## src/rtl/instr_encoder.sv

```systemverilog
// RV64I/Zba instruction encoder feeding a 2-entry output FIFO; malformed requests push a zero word flagged err.
// Optional Zba encodings (ops 49-56) are enabled by defining INSTR_ENCODER_ZBA_EN.
module instr_encoder #(
    parameter int DATA_W = 32
) (
    input  logic              clk,
    input  logic              rst,
    input  logic              req_valid,
    output logic              req_ready,
    input  logic [5:0]        req_op,
    input  logic [4:0]        req_rd,
    input  logic [4:0]        req_rs1,
    input  logic [4:0]        req_rs2,
    input  logic [31:0]       req_imm,
    output logic              out_valid,
    input  logic              out_ready,
    output logic [DATA_W-1:0] out_instr,
    output logic              out_err,
    output logic [15:0]       out_count,
    output logic [7:0]        err_count
);

    typedef enum logic [5:0] {
        OP_LUI, OP_AUIPC, OP_JAL, OP_JALR,
        OP_BEQ, OP_BNE, OP_BLT, OP_BGE, OP_BLTU, OP_BGEU,
        OP_LB, OP_LH, OP_LW, OP_LD, OP_LBU, OP_LHU, OP_LWU,
        OP_SB, OP_SH, OP_SW, OP_SD,
        OP_ADDI, OP_SLTI, OP_SLTIU, OP_XORI, OP_ORI, OP_ANDI, OP_SLLI, OP_SRLI, OP_SRAI,
        OP_ADD, OP_SUB, OP_SLL, OP_SLT, OP_SLTU, OP_XOR, OP_SRL, OP_SRA, OP_OR, OP_AND,
        OP_ADDIW, OP_SLLIW, OP_SRLIW, OP_SRAIW,
        OP_ADDW, OP_SUBW, OP_SLLW, OP_SRLW, OP_SRAW,
        OP_SH1ADD, OP_SH2ADD, OP_SH3ADD, OP_ADD_UW,
        OP_SH1ADD_UW, OP_SH2ADD_UW, OP_SH3ADD_UW, OP_SLLI_UW,
        OP_ECALL
    } op_e;

    localparam logic [6:0] OPC_LUI    = 7'b0110111;
    localparam logic [6:0] OPC_AUIPC  = 7'b0010111;
    localparam logic [6:0] OPC_JAL    = 7'b1101111;
    localparam logic [6:0] OPC_JALR   = 7'b1100111;
    localparam logic [6:0] OPC_BRANCH = 7'b1100011;
    localparam logic [6:0] OPC_LOAD   = 7'b0000011;
    localparam logic [6:0] OPC_STORE  = 7'b0100011;
    localparam logic [6:0] OPC_IMM    = 7'b0010011;
    localparam logic [6:0] OPC_OP     = 7'b0110011;
    localparam logic [6:0] OPC_IMM32  = 7'b0011011;
    localparam logic [6:0] OPC_OP32   = 7'b0111011;

    function automatic logic [31:0] enc_r(input logic [6:0] f7, input logic [4:0] rs2,
                                          input logic [4:0] rs1, input logic [2:0] f3,
                                          input logic [4:0] rd, input logic [6:0] opc);
        return {f7, rs2, rs1, f3, rd, opc};
    endfunction

    function automatic logic [31:0] enc_i(input logic [11:0] im, input logic [4:0] rs1,
                                          input logic [2:0] f3, input logic [4:0] rd,
                                          input logic [6:0] opc);
        return {im, rs1, f3, rd, opc};
    endfunction

    function automatic logic [31:0] enc_s(input logic [11:0] im, input logic [4:0] rs2,
                                          input logic [4:0] rs1, input logic [2:0] f3,
                                          input logic [6:0] opc);
        return {im[11:5], rs2, rs1, f3, im[4:0], opc};
    endfunction

    function automatic logic [31:0] enc_b(input logic [12:1] im, input logic [4:0] rs2,
                                          input logic [4:0] rs1, input logic [2:0] f3);
        return {im[12], im[10:5], rs2, rs1, f3, im[4:1], im[11], OPC_BRANCH};
    endfunction

    function automatic logic [31:0] enc_j(input logic [20:1] im, input logic [4:0] rd);
        return {im[20], im[10:1], im[11], im[19:12], rd, OPC_JAL};
    endfunction

    function automatic logic fit_i(input logic signed [31:0] v);
        return (v >= -32'sd2048) && (v <= 32'sd2047);
    endfunction

    function automatic logic fit_b(input logic signed [31:0] v);
        return !v[0] && (v >= -32'sd4096) && (v <= 32'sd4094);
    endfunction

    function automatic logic fit_j(input logic signed [31:0] v);
        return !v[0] && (v >= -32'sd1048576) && (v <= 32'sd1048574);
    endfunction

    function automatic logic [7:0] sat_inc8(input logic [7:0] v);
        return (v == 8'hFF) ? v : v + 8'd1;
    endfunction

    logic signed [31:0] imm_s;
    logic [31:0]        enc;
    logic               bad;
    logic               sh6_bad;
    logic               sh5_bad;
    logic [DATA_W-1:0]  instr_p0;
    logic               err_p0;
    logic               vld_p0;

    assign imm_s   = req_imm;
    assign sh6_bad = (req_imm[31:6] != 26'd0);
    assign sh5_bad = (req_imm[31:5] != 27'd0);

    always_comb begin
        enc = 32'h0;
        bad = 1'b0;
        case (req_op)
            OP_LUI:   begin enc = {req_imm[31:12], req_rd, OPC_LUI};   bad = (req_imm[11:0] != 12'd0); end
            OP_AUIPC: begin enc = {req_imm[31:12], req_rd, OPC_AUIPC}; bad = (req_imm[11:0] != 12'd0); end
            OP_JAL:   begin enc = enc_j(req_imm[20:1], req_rd); bad = !fit_j(imm_s); end
            OP_JALR:  begin enc = enc_i(req_imm[11:0], req_rs1, 3'b000, req_rd, OPC_JALR); bad = !fit_i(imm_s); end
            OP_BEQ:   begin enc = enc_b(req_imm[12:1], req_rs2, req_rs1, 3'b000); bad = !fit_b(imm_s); end
            OP_BNE:   begin enc = enc_b(req_imm[12:1], req_rs2, req_rs1, 3'b001); bad = !fit_b(imm_s); end
            OP_BLT:   begin enc = enc_b(req_imm[12:1], req_rs2, req_rs1, 3'b100); bad = !fit_b(imm_s); end
            OP_BGE:   begin enc = enc_b(req_imm[12:1], req_rs2, req_rs1, 3'b101); bad = !fit_b(imm_s); end
            OP_BLTU:  begin enc = enc_b(req_imm[12:1], req_rs2, req_rs1, 3'b110); bad = !fit_b(imm_s); end
            OP_BGEU:  begin enc = enc_b(req_imm[12:1], req_rs2, req_rs1, 3'b111); bad = !fit_b(imm_s); end
            OP_LB:    begin enc = enc_i(req_imm[11:0], req_rs1, 3'b000, req_rd, OPC_LOAD); bad = !fit_i(imm_s); end
            OP_LH:    begin enc = enc_i(req_imm[11:0], req_rs1, 3'b001, req_rd, OPC_LOAD); bad = !fit_i(imm_s); end
            OP_LW:    begin enc = enc_i(req_imm[11:0], req_rs1, 3'b010, req_rd, OPC_LOAD); bad = !fit_i(imm_s); end
            OP_LD:    begin enc = enc_i(req_imm[11:0], req_rs1, 3'b011, req_rd, OPC_LOAD); bad = !fit_i(imm_s); end
            OP_LBU:   begin enc = enc_i(req_imm[11:0], req_rs1, 3'b100, req_rd, OPC_LOAD); bad = !fit_i(imm_s); end
            OP_LHU:   begin enc = enc_i(req_imm[11:0], req_rs1, 3'b101, req_rd, OPC_LOAD); bad = !fit_i(imm_s); end
            OP_LWU:   begin enc = enc_i(req_imm[11:0], req_rs1, 3'b110, req_rd, OPC_LOAD); bad = !fit_i(imm_s); end
            OP_SB:    begin enc = enc_s(req_imm[11:0], req_rs2, req_rs1, 3'b000, OPC_STORE); bad = !fit_i(imm_s); end
            OP_SH:    begin enc = enc_s(req_imm[11:0], req_rs2, req_rs1, 3'b001, OPC_STORE); bad = !fit_i(imm_s); end
            OP_SW:    begin enc = enc_s(req_imm[11:0], req_rs2, req_rs1, 3'b010, OPC_STORE); bad = !fit_i(imm_s); end
            OP_SD:    begin enc = enc_s(req_imm[11:0], req_rs2, req_rs1, 3'b011, OPC_STORE); bad = !fit_i(imm_s); end
            OP_ADDI:  begin enc = enc_i(req_imm[11:0], req_rs1, 3'b000, req_rd, OPC_IMM); bad = !fit_i(imm_s); end
            OP_SLTI:  begin enc = enc_i(req_imm[11:0], req_rs1, 3'b010, req_rd, OPC_IMM); bad = !fit_i(imm_s); end
            OP_SLTIU: begin enc = enc_i(req_imm[11:0], req_rs1, 3'b011, req_rd, OPC_IMM); bad = !fit_i(imm_s); end
            OP_XORI:  begin enc = enc_i(req_imm[11:0], req_rs1, 3'b100, req_rd, OPC_IMM); bad = !fit_i(imm_s); end
            OP_ORI:   begin enc = enc_i(req_imm[11:0], req_rs1, 3'b110, req_rd, OPC_IMM); bad = !fit_i(imm_s); end
            OP_ANDI:  begin enc = enc_i(req_imm[11:0], req_rs1, 3'b111, req_rd, OPC_IMM); bad = !fit_i(imm_s); end
            // RV64 shifts carry a 6-bit shamt under a 6-bit funct6
            OP_SLLI:  begin enc = enc_i({6'b000000, req_imm[5:0]}, req_rs1, 3'b001, req_rd, OPC_IMM); bad = sh6_bad; end
            OP_SRLI:  begin enc = enc_i({6'b000000, req_imm[5:0]}, req_rs1, 3'b101, req_rd, OPC_IMM); bad = sh6_bad; end
            OP_SRAI:  begin enc = enc_i({6'b010000, req_imm[5:0]}, req_rs1, 3'b101, req_rd, OPC_IMM); bad = sh6_bad; end
            OP_ADD:   enc = enc_r(7'b0000000, req_rs2, req_rs1, 3'b000, req_rd, OPC_OP);
            OP_SUB:   enc = enc_r(7'b0100000, req_rs2, req_rs1, 3'b000, req_rd, OPC_OP);
            OP_SLL:   enc = enc_r(7'b0000000, req_rs2, req_rs1, 3'b001, req_rd, OPC_OP);
            OP_SLT:   enc = enc_r(7'b0000000, req_rs2, req_rs1, 3'b010, req_rd, OPC_OP);
            OP_SLTU:  enc = enc_r(7'b0000000, req_rs2, req_rs1, 3'b011, req_rd, OPC_OP);
            OP_XOR:   enc = enc_r(7'b0000000, req_rs2, req_rs1, 3'b100, req_rd, OPC_OP);
            OP_SRL:   enc = enc_r(7'b0000000, req_rs2, req_rs1, 3'b101, req_rd, OPC_OP);
            OP_SRA:   enc = enc_r(7'b0100000, req_rs2, req_rs1, 3'b101, req_rd, OPC_OP);
            OP_OR:    enc = enc_r(7'b0000000, req_rs2, req_rs1, 3'b110, req_rd, OPC_OP);
            OP_AND:   enc = enc_r(7'b0000000, req_rs2, req_rs1, 3'b111, req_rd, OPC_OP);
            OP_ADDIW: begin enc = enc_i(req_imm[11:0], req_rs1, 3'b000, req_rd, OPC_IMM32); bad = !fit_i(imm_s); end
            OP_SLLIW: begin enc = enc_r(7'b0000000, req_imm[4:0], req_rs1, 3'b001, req_rd, OPC_IMM32); bad = sh5_bad; end
            OP_SRLIW: begin enc = enc_r(7'b0000000, req_imm[4:0], req_rs1, 3'b101, req_rd, OPC_IMM32); bad = sh5_bad; end
            OP_SRAIW: begin enc = enc_r(7'b0100000, req_imm[4:0], req_rs1, 3'b101, req_rd, OPC_IMM32); bad = sh5_bad; end
            OP_ADDW:  enc = enc_r(7'b0000000, req_rs2, req_rs1, 3'b000, req_rd, OPC_OP32);
            OP_SUBW:  enc = enc_r(7'b0100000, req_rs2, req_rs1, 3'b000, req_rd, OPC_OP32);
            OP_SLLW:  enc = enc_r(7'b0000000, req_rs2, req_rs1, 3'b001, req_rd, OPC_OP32);
            OP_SRLW:  enc = enc_r(7'b0000000, req_rs2, req_rs1, 3'b101, req_rd, OPC_OP32);
            OP_SRAW:  enc = enc_r(7'b0100000, req_rs2, req_rs1, 3'b101, req_rd, OPC_OP32);
`ifdef INSTR_ENCODER_ZBA_EN
            OP_SH1ADD:    enc = enc_r(7'b0010000, req_rs2, req_rs1, 3'b010, req_rd, OPC_OP);
            OP_SH2ADD:    enc = enc_r(7'b0010000, req_rs2, req_rs1, 3'b100, req_rd, OPC_OP);
            OP_SH3ADD:    enc = enc_r(7'b0010000, req_rs2, req_rs1, 3'b110, req_rd, OPC_OP);
            OP_ADD_UW:    enc = enc_r(7'b0000100, req_rs2, req_rs1, 3'b000, req_rd, OPC_OP32);
            OP_SH1ADD_UW: enc = enc_r(7'b0010000, req_rs2, req_rs1, 3'b010, req_rd, OPC_OP32);
            OP_SH2ADD_UW: enc = enc_r(7'b0010000, req_rs2, req_rs1, 3'b100, req_rd, OPC_OP32);
            OP_SH3ADD_UW: enc = enc_r(7'b0010000, req_rs2, req_rs1, 3'b110, req_rd, OPC_OP32);
            OP_SLLI_UW:   begin enc = enc_i({6'b000010, req_imm[5:0]}, req_rs1, 3'b001, req_rd, OPC_IMM32); bad = sh6_bad; end
`else
`endif
            OP_ECALL: enc = 32'h0000_0073;
            default:  bad = 1'b1;
        endcase
    end

    assign instr_p0 = bad ? '0 : enc;
    assign err_p0   = bad;
    assign vld_p0   = req_valid && req_ready;

    // ---- stage p1: 2-entry FIFO, payload unreset, control reset ----
    logic [DATA_W-1:0] instr_p1 [2];
    logic              err_p1   [2];
    logic [1:0]        wr_ptr;
    logic [1:0]        rd_ptr;
    logic [1:0]        occ;
    logic              pop;

    assign req_ready = !rst && (occ != 2'd2);
    assign out_valid = !rst && (occ != 2'd0);
    assign pop       = out_valid && out_ready;
    assign out_instr = out_valid ? instr_p1[rd_ptr[0]] : '0;
    assign out_err   = out_valid ? err_p1[rd_ptr[0]] : 1'b0;

    always_ff @(posedge clk) begin
        if (vld_p0) begin
            instr_p1[wr_ptr[0]] <= instr_p0;
            err_p1[wr_ptr[0]]   <= err_p0;
        end
    end

    always_ff @(posedge clk) begin
        if (rst) begin
            wr_ptr    <= 2'd0;
            rd_ptr    <= 2'd0;
            occ       <= 2'd0;
            out_count <= 16'd0;
            err_count <= 8'd0;
        end else begin
            if (vld_p0) wr_ptr <= (wr_ptr == 2'd1) ? 2'd0 : wr_ptr + 2'd1;
            if (pop)    rd_ptr <= (rd_ptr == 2'd1) ? 2'd0 : rd_ptr + 2'd1;
            occ <= occ + {1'b0, vld_p0} - {1'b0, pop};
            if (pop)             out_count <= out_count + 16'd1;
            if (vld_p0 && err_p0) err_count <= sat_inc8(err_count);
        end
    end

endmodule

```

## config.mk

```make
export PLATFORM = sky130hd
export DESIGN_NAME = instr_encoder
export DESIGN_NICKNAME = d
export VERILOG_FILES = /design/src/rtl/instr_encoder.sv
export SDC_FILE = /design/constraint.sdc
export NUM_CORES = 1
export LEC_CHECK = 0
export ABC_CLOCK_PERIOD_IN_PS = 3500
export CORE_ASPECT_RATIO = 1.5
export CORE_UTILIZATION = 51
export CTS_CLUSTER_DIAMETER = 50
export CTS_CLUSTER_SIZE = 40
export DETAILED_ROUTE_END_ITERATION = 7
export GPL_ROUTABILITY_DRIVEN = 0
export HOLD_SLACK_MARGIN = 0.03
export PLACE_DENSITY = 0.8
export SETUP_SLACK_MARGIN = 0.1
export SLEW_MARGIN = 20
export SYNTH_ARGS = -nofsm -noshare
export SYNTH_HDL_FRONTEND = slang
export SYNTH_SLANG_ARGS = --single-unit
```

## constraint.sdc

```tcl
create_clock -name clk -period 3.5 [get_ports clk]
set_input_delay 0.7 -clock clk [delete_from_list [all_inputs] [get_ports clk]]
set_output_delay 0.7 -clock clk [all_outputs]
set_load 0.05 [all_outputs]
```

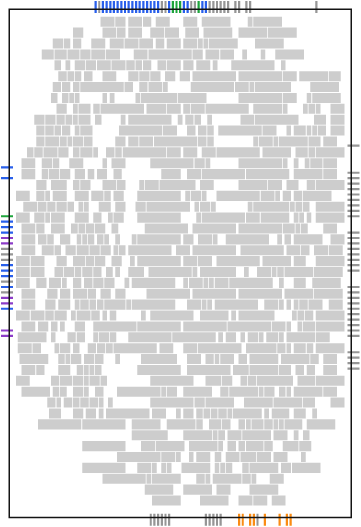
**Above:** run 1 (ports around the boundary).
Drawn at 4 px/µm. Pins as bars across the die edge, other pins in gray.
Key: req_op = purple [pins 6, direction input, edge west]; req_rd = green [pins 5, direction input, edge 4 north, 1 west]; req_imm = blue [pins 32, direction input, edge 22 north, 10 west]; err_count = orange [pins 8, direction output, edge south]
All pins by edge: 42 north, 32 east, 22 west, 20 south.
Die X-Extent: 85.1 µm
count of buffers inserted at the top-level ports: 115
Die Y-Extent: 127 µm

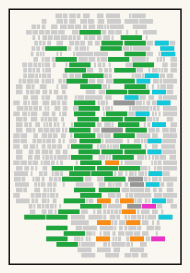
**Above:** run 1 (where the registers sit).
Drawn at 2 px/µm. Other sequential cells in the stronger gray, the rest of the logic in the fainter gray.
Key: occ = magenta [sequential cells 2]; err_count = orange [sequential cells 8]; instr_p1 = green [sequential cells 62]; out_count = cyan [sequential cells 16]
Another 5 sequential cells are not colored.
register share of the cell area: 0.343
end-of-flow core utilization: 0.723

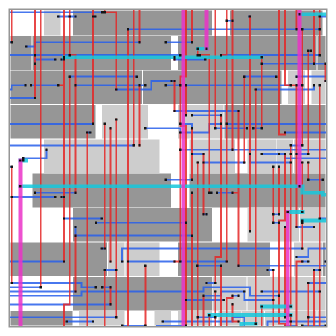
**Above:** run 1 (layout detail).
Window x 30 to 55, y 26 to 51 µm. Cells in gray, sequential cells in the stronger gray; small squares are vias.
Key: M3 = cyan; M4 = magenta; M2 = red; M1 = blue
30 logic cells have their middle in the window. Most frequent: edfxtp_1 (12), mux2i_1 (4), nor2_1 (3). Netlist names of flops here include instr_p1 (12), err_count (2). Sequential cells in the window: 14.

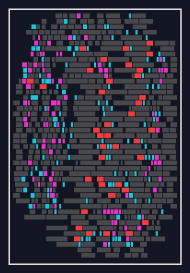
**Above:** run 1 (logic cells by family).
Drawn at 2 px/µm.
Key: nand cells = magenta [cells 85, most used nand2_1, where spread over the die]; mux cells = red [cells 39, most used mux2i_1]; nor cells = cyan [cells 119, most used nor2_1, where spread over the die]
Final Non-Filler Cells: 789
Comb area share: 0.352
commonest non-fill, non-tap cell in the layout: nor2_1

run 1: per-stage QoR:
step | instances | total power [mW] | instance area [µm²] | worst slack [ns]
after global routing | 789 | 3.26 | 7290 | 0.305
after detailed placement | 773 | 2.27 | 7020 | 0.191
after CTS | 789 | 3.15 | 7290 | 0.553
after floorplan | 552 | 1.83 | 5290 | 0.367
after global placement | 773 | 2.25 | 7020 | 0.208
final | 789 | 3.15 | 7290 | 0.407
run 1: worst reg2reg max path, delay by kind of cell, from the launching register on:
kind	cells	cell delay, ns
xor gates and xnor gates	2	0.31
buffers and inverters	2	0.23
and+or+nand+nor	2	0.35
AOI/OAI and AO/OA	1	0.49
adders and majority gates	2	0.48
DFF	1	0.34
run 1: routing by layer:
layer  GRT usage  vias up  routed length (µm)
li1            -     2263                   -
met4       0.204        0                1030
met3      0.0423       85                1030
met1       0.329     2299                5360
met2       0.510      324                8100
met5           0        -                   0
run 1: power breakdown:
part	leakage [nW]	internal, mW	switching [mW]	total [mW]
Combinational	1.62	0.416	0.545	0.961
Clock	0.132	0.516	0.376	0.892
Sequential	0.834	1.25	0.0453	1.30
Total	2.58	2.18	0.966	3.15
run 1: cell type report:
cell class,count,area (µm²),area share
inverter,9,33.8,0.00463
clock inverter,2,7.51,0.00103
sequential,93,2500,0.343
timing repair buffer,144,1770,0.243
multi-input combinational,410,2570,0.352
clock buffer,14,264,0.0362
tap,117,146,0.0201
run 1: cells by family (layout without fill, tap and decap cells):
group / count (synthesis) / after routing
AOI/OAI and AO/OA: 124 / 124
xor gates and xnor gates: 17 / 17
adders and majority gates: 4 / 4
buffers and inverters: 49 / 169
DFF: 93 / 93
muxes: 39 / 39
and+or+nand+nor: 226 / 226
==> results.txt, run 1 <==
The following summarizes the physical implementation.

Status
The flow ran to the end, and the final reports show no timing, DRC or antenna violations.

Critical path
The setup slack on the worst flop-to-flop path is 1.19 ns. The type of destination of the critical path is a register. In this run the number of cells on the critical path is 9. For reference, the critical path is launched at req_op[4]. The number of cells on the worst reg-to-reg path is 9. The critical path's largest stage delay is 0.71 ns. Data on the critical path arrives at its endpoint at 3.14 ns.

The nature of the critical path startpoint is an input port. Looking at the critical path, the highest net fanout was 10. The endpoint of the most critical setup path is instr_p1[1][12].

The startpoint identified for the worst register-to-register timing path is occ[1]. The count of buffering cells on the critical path with inverters included is 2. Walking the worst path, the cells encountered are clkdlybuf4s50_1 > nor2b_1 > nand2_1 > buf_4 > o21ai_0 > a22oi_1 > a21oi_1 > a2111oi_0 > nor2_1. The critical path's slowest cell is a2111oi_0. The top cell family by delay on the critical path is AND-OR/OR-AND gates.

The endpoint of the worst-slack reg-to-reg timing path is occ[1]. The data required time of the worst path is 3.54 ns. The classification of the worst setup path is in -> reg.

Yosys
The share of synthesized area occupied by flip-flops and latches is 0.473. The synthesized netlist net count is 613. The synthesized netlist occupies a cell area of 5290 µm². The top flip-flop cell by instance count after synthesis is edfxtp_1.

The fraction of the mapped netlist area in simple logic gates is 0.213. The count of distinct cell types in the synthesized netlist is 65. Sorting the synthesized cells by how often they occur yields nor2_1, edfxtp_1, mux2i_1, nand2_1, dfxtp_1. The flip-flop and latch count after synthesis is 93. The portion of synthesized area spent on multiplexers is 0.0745. Per the synthesis report, the AND-OR/OR-AND share of the synthesized area is 0.159.

In the post-synthesis netlist, the biggest area contributors are edfxtp_1, dfxtp_1, mux2i_1. The average footprint of a synthesized cell is 9.58 µm². The largest combinational cell category by area is simple AND/OR/NAND/NOR gates. The synthesis stats list as the most numerous cell nor2_1. After technology mapping, the gate count stands at 552. The synthesis warning total is 0. The cell-mix breakdown from Yosys lists the adder-cell area share as 0.00947. The share of async-settable or async-resettable flops after synthesis is 0. The share of synthesized area in the top cell type comes to 0.363. The yosys stat chip area is 5290 µm². The post-synthesis cell type with the largest combined area is edfxtp_1.

The number of cells in the yosys synthesis report is 552. The xor/xnor cell area share of the yosys netlist is 0.0282. The count of library flops with an enable pin is 64.

CTS
The number of clock sinks is 93. Looking at the clock tree report, the root buffer type is clkbuf_16. Buffers inserted during clock tree synthesis total 9. The clock tree from TritonCTS is built.

The post-cts hold buffer count is 0. The clock-pin slew on the worst setup and hold paths is 0.06 ns. The post-cts repair resize count is 0. The maximum number of buffers from clock root to sink is 2. Post-CTS timing repair inserted 0 buffers for setup. The number of H-tree levels is 3. The clock latency on the worst-skew pair is 0.34 ns.

Routing
The violation tally recorded at the end of detailed-routing iteration 0 is 419. In the routed design, unresolved DRC markers number 0. Before antenna repair, the detailed router went through 6 iterations.

The detail-routed net length per standard cell is 19.7 µm. The routed wire length is 15500 µm. The via count normalized by instance count is 6.30.

Per the post-route antenna check, the number of violating nets is 0. The detailed router placed 4971 vias in this run.

Global routing
The first global-routing pass estimated 24200 µm of wire. The global route stage reports its total congestion overflow as 0. The number of antenna violations at the first check in global routing is 0. The number of global-route vias before repair came to 4803. The largest net degree at the start of global routing is 36. Across every metal layer, demand over resource in global routing totals 0.294.

Die
The placeable core region is 10100 µm². The die area is 10800 µm². 116 I/O pins were placed. The initial core utilization is 0.525. The floorplan has 45 rows.

STA
Setup total negative slack on the finished layout was measured at 0 ns. The number of setup violations in the final report is 0. The final critical delay including setup and external delays is 3.09 ns. Hold timing on the final database bottoms out at a slack of 0.515 ns.

Pins over their slew limit in the final report were tallied at 0. At the pin with the least slew margin, the transition time is 0.882 ns. Setup repair after global routing left no endpoint under its margin. The relative max-transition margin is 0.412.

Post-route period utilization is reported as 0.884. The highest attainable clock frequency is 323 MHz. The final hold violation count recorded for this run is 0. Clock skew on the completed layout was measured at 0.00465 ns.

Finish
The net count of the finished layout is 728. The relative area change from synthesis to final layout is 37.9%. The final antenna diode tally reported by the flow is 0. The layout cell share with drive strength beyond 1 is 0.129. The final layout report lists a filler cell count of 697. The flip-flop count of the largest register, all copies and words added is 62. Ranking logic cells in the layout by count gives the top entries nor2_1, clkdlybuf4s50_1, edfxtp_1.

Min path
The terminating pin of the worst hold path is err_count[4]. STA lists the startpoint of the worst hold path as err_count[4]. The type of the tightest min-delay check is reg -> reg. The number of cells on the worst hold path is listed as 1.

Pwr
Per the summary, power density relative to cell area is 432 nW/µm². The leakage power is 2.58 nW. The highest ir drop seen on vdd is 0.211 mV.

Job
Warnings raised by the tools during the run amount to 26. The run reported a max-capacitance violation count of 0.

Place
The detailed placer's ending HPWL is 11400 µm.
--- run 2 (diff from run 1) ---
Settings changed: SKIP_CTS_REPAIR_TIMING set to 1.
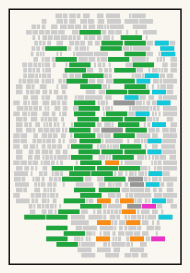
**Above:** run 2 (where the registers sit).
Drawn at 2 px/µm. Other sequential cells in the stronger gray, the rest of the logic in the fainter gray.
Key: out_count = cyan [sequential cells 16]; occ = magenta [sequential cells 2]; instr_p1 = green [sequential cells 62]; err_count = orange [sequential cells 8]
Flop area: 2500 µm²
sequential group power: 1.30 mW

==> run 2 against run 1 <==
Effect of this change: design area stayed put; largest power group unchanged; synthesized cell count unchanged; critical path type unchanged; die area did not move; clock power about the same; flip-flop count did not move; critical path depth unchanged; clock skew unchanged.
==> results.txt, run 2 <==
The following summarizes the physical implementation.

Global routing
Per the GRT log, the top usage layer is met2. The total congestion overflow after global routing is 0. The global-route wire length before repair is 24200 µm. The global routing usage on met1 is 0.329. The overall global routing resource usage is 0.294. The met3 routing resource usage after global routing is 0.0423.

The number of global-route vias before repair is 4803. For met2 alone, demand over resource in global routing was 0.510. The number of antenna violations at the first check in global routing is 0. Entering global routing, the biggest net connects 36 pins.

Place
In this run the tool buffered the top-level ports with 115 buffer cells. The number of instances in the placed design is 773. The detailed placer's ending HPWL is 11400 µm.

CTS
The H-tree generated during clock tree synthesis spans 3 levels. The maximum number of buffers from clock root to sink is 2. The root cell of the clock tree is clkbuf_16. The number of clock sinks is 93. The clock tree from TritonCTS is built.

The number of buffers added by the clock tree synthesis step is 9. The clock-pin slew on the worst setup and hold paths is 0.06 ns. At the later pin of the worst-skew pair, clock insertion delay measures 0.34 ns.

Pwr
The share of total power dissipated in combinational logic is 0.305. Of the total power, the clock network draws 0.283. The sequential share of power is 0.412. The switching power total is 0.966 mW. The analysis attributes to cell leakage a power of 2.58 nW.

Cell internal power was estimated by the tool at 2.18 mW. The switching power as a share of total power is 0.307. The highest ir drop seen on vdd is 0.211 mV.

For this design the ratio of total power to cell area is 432 nW/µm². The design draws 3.15 mW.

Die
For this design the top-level I/O count stands at 116. The initial core utilization is 0.525. The region available for standard cell placement spans 10100 µm². In this run the horizontal extent of the chip is 85.1 µm. In this run the vertical extent of the chip is 127 µm. The overall die size recorded for this design is 10800 µm². The row count is 45.

Critical path
The launching instance or port of the critical path is req_op[4]. For the worst reg-to-reg path, the startpoint reported by OpenROAD is occ[1]. STA classifies the critical path startpoint as an input port. The critical path's slowest cell is a2111oi_0.

On the critical path the data arrives at 3.14 ns. The largest driver fanout on the critical path is 10. The type of destination of the critical path is a register. Walking the worst path, the cells encountered are clkdlybuf4s50_1 > nor2b_1 > nand2_1 > buf_4 > o21ai_0 > a22oi_1 > a21oi_1 > a2111oi_0 > nor2_1. The longest incremental delay of any stage on the critical path is reported as 0.71 ns. The data required time of the worst path is 3.54 ns. The critical path is of the in -> reg type.

The count of buffering cells on the critical path with inverters included is 2. The top cell family by delay on the critical path is AND-OR/OR-AND gates.

Finish
The final layout report lists a filler cell count of 697. The net count of the finished layout is 728. The most instantiated logic cell after routing is nor2_1.

The area of combinational cells with multiple inputs is 2570 µm². The number of inserted diodes is 0. The register with the most flip-flops in the layout has 62 of them. The layout cell share with drive strength beyond 1 is 0.129. At the end of the flow the core is filled with cells to 0.723. The finished layout holds 789 standard cells, fillers aside.

Ranking logic cells in the layout by count gives the top entries nor2_1, clkdlybuf4s50_1, edfxtp_1. Compared with the post-synthesis result, the final layout area differs by 37.9%.

STA
Setup repair after global routing left no endpoint under its margin. After routing, the total negative slack on setup checks comes to 0 ns. Subtracting the final worst setup slack from the clock period gives 3.09 ns. The highest attainable clock frequency is 323 MHz. The clock skew is 0.00465 ns.

Across all checked pins, the minimum headroom to the slew limit is 0.412. The final hold violation count is 0. For the pin with the worst max-slew slack, the measured transition is 0.882 ns. The fraction of the cycle the final worst path needs is 0.884. Counting pins that exceed their max-slew limit in the final report gives 0. The final timing report counts setup violations totalling 0.

Routing
The first TritonRoute pass finished after 6 iterations. The routed wire length is 15500 µm. The script logs the mean routed wire length per placed instance as 19.7 µm. The detailed router reports a met3 wire length of 1030 µm.

The count of vias placed by the detailed router is 4971. The met2 wire length is 8100 µm. The violation count after the first detailed-routing iteration is 419. The tally of nets with antenna violations remaining after routing is 0. The via count normalized by instance count is 6.30. In the final routing, the length of wire on met1 measures 5360 µm.

The highest layer touched by signal routing is met4. The total DRC errors in the routed layout is 0.

Yosys
At floorplan, the net count of the design was reported as 613. The commonest cells after synthesis are nor2_1, edfxtp_1, mux2i_1, nand2_1, dfxtp_1. The flip-flop and latch count after synthesis is 93. Of the post-synthesis cell area, the dominant cell type holds 0.363.

The cell with the most instances after synthesis is nor2_1. Per the synthesis report, the number of distinct cell types is 65. The stat command in Yosys gives a chip area of 5290 µm².

The number of cells in the yosys synthesis report is 552. Averaged over all synthesized cells, the footprint is 9.58 µm². The post-synthesis cell type with the largest combined area is edfxtp_1. Per the synth stats, the flop cell with the highest instance count is edfxtp_1. Per Yosys stat, the portion of area used by sequential elements is 0.473. The synthesis report gives the async set-or-reset register share as 0. Counting every instance in the synthesized netlist gives 552. Yosys printed 0 warnings. The synthesized netlist occupies a cell area of 5290 µm².

Sorting the synthesized cells by area gives the leading types as edfxtp_1, dfxtp_1, mux2i_1. Yosys mapped a number of flops with a built-in enable equal to 64.

Job
The OpenROAD warning count is 26. The tally of max-capacitance violations is 0.

Min path
According to the hold report, the worst path is of the reg -> reg type. The worst hold path begins at err_count[4].

Status
The flow ran to the end, and the final reports show no timing, DRC or antenna violations.
run 2: cell type report:
| cell class | count | share of cell area |
|---|---|---|
| flip-flops and latches | 93 | 0.343 |
| multi-input cells | 410 | 0.352 |
| inverters | 9 | 0.00463 |
| clock buffers | 14 | 0.0362 |
| well taps | 117 | 0.0201 |
| repair buffers | 144 | 0.243 |
| clock inverters | 2 | 0.00103 |
run 2: kinds of logic (layout without fill, tap and decap cells):
logic type / after synthesis / after routing / synth area share
compound gates: 124 / 124 / 0.159
xor+xnor: 17 / 17 / 0.0282
mux: 39 / 39 / 0.0745
fa+ha+maj: 4 / 4 / 0.00947
flops: 93 / 93 / 0.473
simple gates: 226 / 226 / 0.213
buf+inv: 49 / 169 / 0.0426
run 2: power by group through the flow:
stage	Combinational, mW	Clock, mW	Sequential [mW]
2_1_floorplan	0.519	0	1.31
3_3_place_gp	0.935	0	1.32
3_5_place_dp	0.950	0	1.32
4_1_cts	0.956	0.898	1.30
5_1_grt	1.01	0.946	1.30
6_report	0.961	0.892	1.30
run 2: path summary, 6_finish.rpt:
check | to | slack, ns | depth (start not counted)
hold / removal | err_count[4] | 0.51 | 1
setup / recovery | instr_p1[1][12] | 0.41 | 9
setup reg to reg | occ[1] | 1.19 | 9
hold reg to reg | err_count[4] | 0.51 | 1
run 2: metrics by stage:
| step | hold slack, ns | cell area (µm²) | setup WS (ns) |
|---|---|---|---|
| after floorplan | 0.490 | 5290 | 0.367 |
| final | 0.515 | 7290 | 0.407 |
| after detailed placement | 0.502 | 7020 | 0.191 |
| after global placement | 0.482 | 7020 | 0.208 |
| after CTS | 0.517 | 7290 | 0.553 |
| after global routing | 0.531 | 7290 | 0.305 |
--- run 3 (diff from run 2) ---
Settings changed: CAP_MARGIN set to 25.
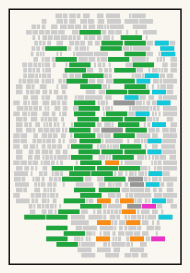
**Above:** run 3 (where the registers sit).
Drawn at 2 px/µm. Other sequential cells in the stronger gray, the rest of the logic in the fainter gray.

==> run 3 against run 2 <==
Effect of this change: global-route usage stayed put; combinational power hardly changed; hold slack stayed put; wire length stayed put; utilization stayed put; flip-flop count stayed put; power stayed put; critical path depth stayed put; cell count stayed put; critical endpoint unchanged; largest power group unchanged; highest routed layer unchanged.
==> results.txt, run 3 <==
The following summarizes the physical implementation.

CTS
The clock tree synthesis step divided the H-tree into 3 levels. For this design, the sink count on the clock tree is 93. The maximum number of buffers from clock root to sink is 2. The clock latency on the worst-skew pair is 0.34 ns.

On the worst setup and hold paths after CTS, the clock-pin slew comes to 0.06 ns. The tree is rooted in a clkbuf_16. The clock tree from TritonCTS is built. Buffers inserted during clock tree synthesis total 9.

Critical path
The critical path's largest stage delay is 0.71 ns. The worst setup path is launched from an input port. On the critical path the data arrives at 3.14 ns. The critical path's slowest cell is a2111oi_0. The top cell family by delay on the critical path is AND-OR/OR-AND gates. The cell count along the critical path is 9. The classification of the worst setup path is in -> reg.

Per the post-run analysis, buffers plus inverters along the critical path come to 2. STA classifies the critical path endpoint as a register. For the worst flop-to-flop path, the logic depth is 9. Looking at the critical path, the highest net fanout was 10. The OpenROAD report gives the critical path a required time of 3.54 ns. For reference, the critical path cell chain is clkdlybuf4s50_1 > nor2b_1 > nand2_1 > buf_4 > o21ai_0 > a22oi_1 > a21oi_1 > a2111oi_0 > nor2_1.

Yosys
The average footprint of a synthesized cell is 9.58 µm². Per the Yosys statistics, synthesis produced 552 cells. The yosys stat chip area is 5290 µm². Among all cell types in the netlist, the one instantiated most often is nor2_1. The synthesized design contains 64 enable-type register cells. The cell type that accounts for the most area after synthesis is edfxtp_1. Yosys attributes the largest share of cell area to edfxtp_1, dfxtp_1, mux2i_1. For reference, the top cells by count after synthesis are nor2_1, edfxtp_1, mux2i_1, nand2_1, dfxtp_1. The count of mapped cells out of synthesis is 552. Of the post-synthesis cell area, the dominant cell type holds 0.363. Summing every instance area after synthesis gives 5290 µm². The top flip-flop cell by instance count after synthesis is edfxtp_1.

The count of distinct cell types in the synthesized netlist is 65. The synthesis warning total is 0. Per the synth stats, the proportion of register bits with asynchronous set or reset is 0. For this run, the register share of the synthesized area comes to 0.473. The synthesized netlist net count is 613. Yosys reported a register bit count of 93.

Global routing
Entering global routing, the biggest net connects 36 pins. The number of global-route vias before repair came to 4803. The global route stage reports its total congestion overflow as 0. The global-route wire length before repair is 24200 µm. For this run, the total global-route usage over all layers was measured as 0.294.

The number of antenna violations at the first check in global routing is 0.

Finish
The number of inserted diodes is 0. The net count of the finished layout is 728. The number of fill cells in the layout is 697. Per the cell usage report, the commonest logic cells after layout are nor2_1, clkdlybuf4s50_1, edfxtp_1. Once layout is complete, the cells apart from fillers number 789. The most common logic cell in the final layout is nor2_1. The layout cell share with drive strength beyond 1 is 0.129.

The relative area change from synthesis to final layout is 37.9%. The flip-flop count of the largest register, all copies and words added is 62.

Job
The number of warnings reported in the stage logs is 26. The tally of max-capacitance violations is 0.

Pwr
The highest ir drop seen on vdd is 0.211 mV. The sequential share of power is 0.412. The biggest power consumer among the groups is registers.

The net switching power in the latest report is 0.966 mW. Combinational power for this build is 0.961 mW. The cell internal power dissipation is 2.18 mW. In this run, power in flip-flops and latches comes to 1.30 mW. The combinational group share of total power is 0.305.

The clock network fraction of total power is 0.283. Of the total power, the share spent switching nets is 0.307. The power consumed by the clock network is 0.892 mW.

For this design the ratio of total power to cell area is 432 nW/µm². The leakage power is 2.58 nW.

Routing
In the final routed layout, each cell accounts on average for 19.7 µm. The routed layout has 4971 vias. The violation count after the first detailed-routing iteration is 419. The via count normalized by instance count is 6.30. The routed wire length is 15500 µm.

For this run, the detailed router's first-pass iteration total came to 6. The total DRC errors in the routed layout is 0.

Die
The chip occupies 10800 µm². The total area inside the core boundary comes to 10100 µm². According to the floorplan log, the row count is 45.

During I/O placement, the number of pins put on the boundary was 116. The die is 85.1 µm wide. The vertical extent of the die is 127 µm.

STA
The highest attainable clock frequency is 323 MHz. The final hold violation count is 0. The max-slew violation total from the final report is 0. The final timing summary puts the cycle share of the worst path at 0.884. Headroom to the max-slew limit came out at 0.412. The final setup TNS is 0 ns. The most critical hold endpoint after final layout shows a slack of 0.515 ns. Setup repair after global routing left no endpoint under its margin. The slew at the pin closest to its max-slew limit is 0.882 ns. The number of setup violations in the final report is 0. On the final layout, the worst clock skew is 0.00465 ns.

Place
The tally of buffers added on design ports is 115. The detailed placer's ending HPWL is 11400 µm. The number of instances in the placed design is 773.

Min path
Hold analysis shows the worst path with a depth of 1.

Status
The run finished with clean final reports.
-- run 3: cell counts after synthesis --
No cell type changed its count.
-- run 3: cell families (layout without fill, tap and decap cells) --
kind of cell	after synthesis	count (layout)	synth area share
flops	93	93	0.473
simple gates	226	226	0.213
fa+ha+maj	4	4	0.00947
buf+inv	49	169	0.0426
xor+xnor	17	17	0.0282
mux	39	39	0.0745
compound gates	124	124	0.159
-- run 3: worst paths after layout --
check                    endpoint  slack (ns)    startpoint
hold reg to reg      err_count[4]        0.51  err_count[4]
setup / recovery  instr_p1[1][12]        0.41     req_op[4]
hold / removal       err_count[4]        0.51  err_count[4]
setup reg to reg           occ[1]        1.19        occ[1]
-- run 3: metal layers --
metal	global-route usage	vias to the layer above	wire length [µm]
met5	0	-	0
met4	0.204	0	1030
met3	0.0423	85	1030
met2	0.510	324	8100
met1	0.329	2299	5360
li1	-	2263	-
-- run 3: final cells by class --
cell class	count	area, µm²	share of cell area
Clock inverter	2	7.51	0.00103
Sequential cell	93	2500	0.343
Timing Repair Buffer	144	1770	0.243
Inverter	9	33.8	0.00463
Clock buffer	14	264	0.0362
Multi-Input combinational cell	410	2570	0.352
Tap cell	117	146	0.0201
-- run 3: stage by stage --
| stage | setup slack (ns) | util | cell area, µm² | total power, mW |
|---|---|---|---|---|
| 2_1_floorplan | 0.367 | - | 5290 | 1.83 |
| 3_3_place_gp | 0.208 | 0.696 | 7020 | 2.25 |
| 3_5_place_dp | 0.191 | 0.696 | 7020 | 2.27 |
| 4_1_cts | 0.553 | 0.723 | 7290 | 3.15 |
| 5_1_grt | 0.305 | 0.723 | 7290 | 3.26 |
| 6_report | 0.407 | 0.723 | 7290 | 3.15 |
Power figures rest on the tool's default switching activity, not on a simulated workload.
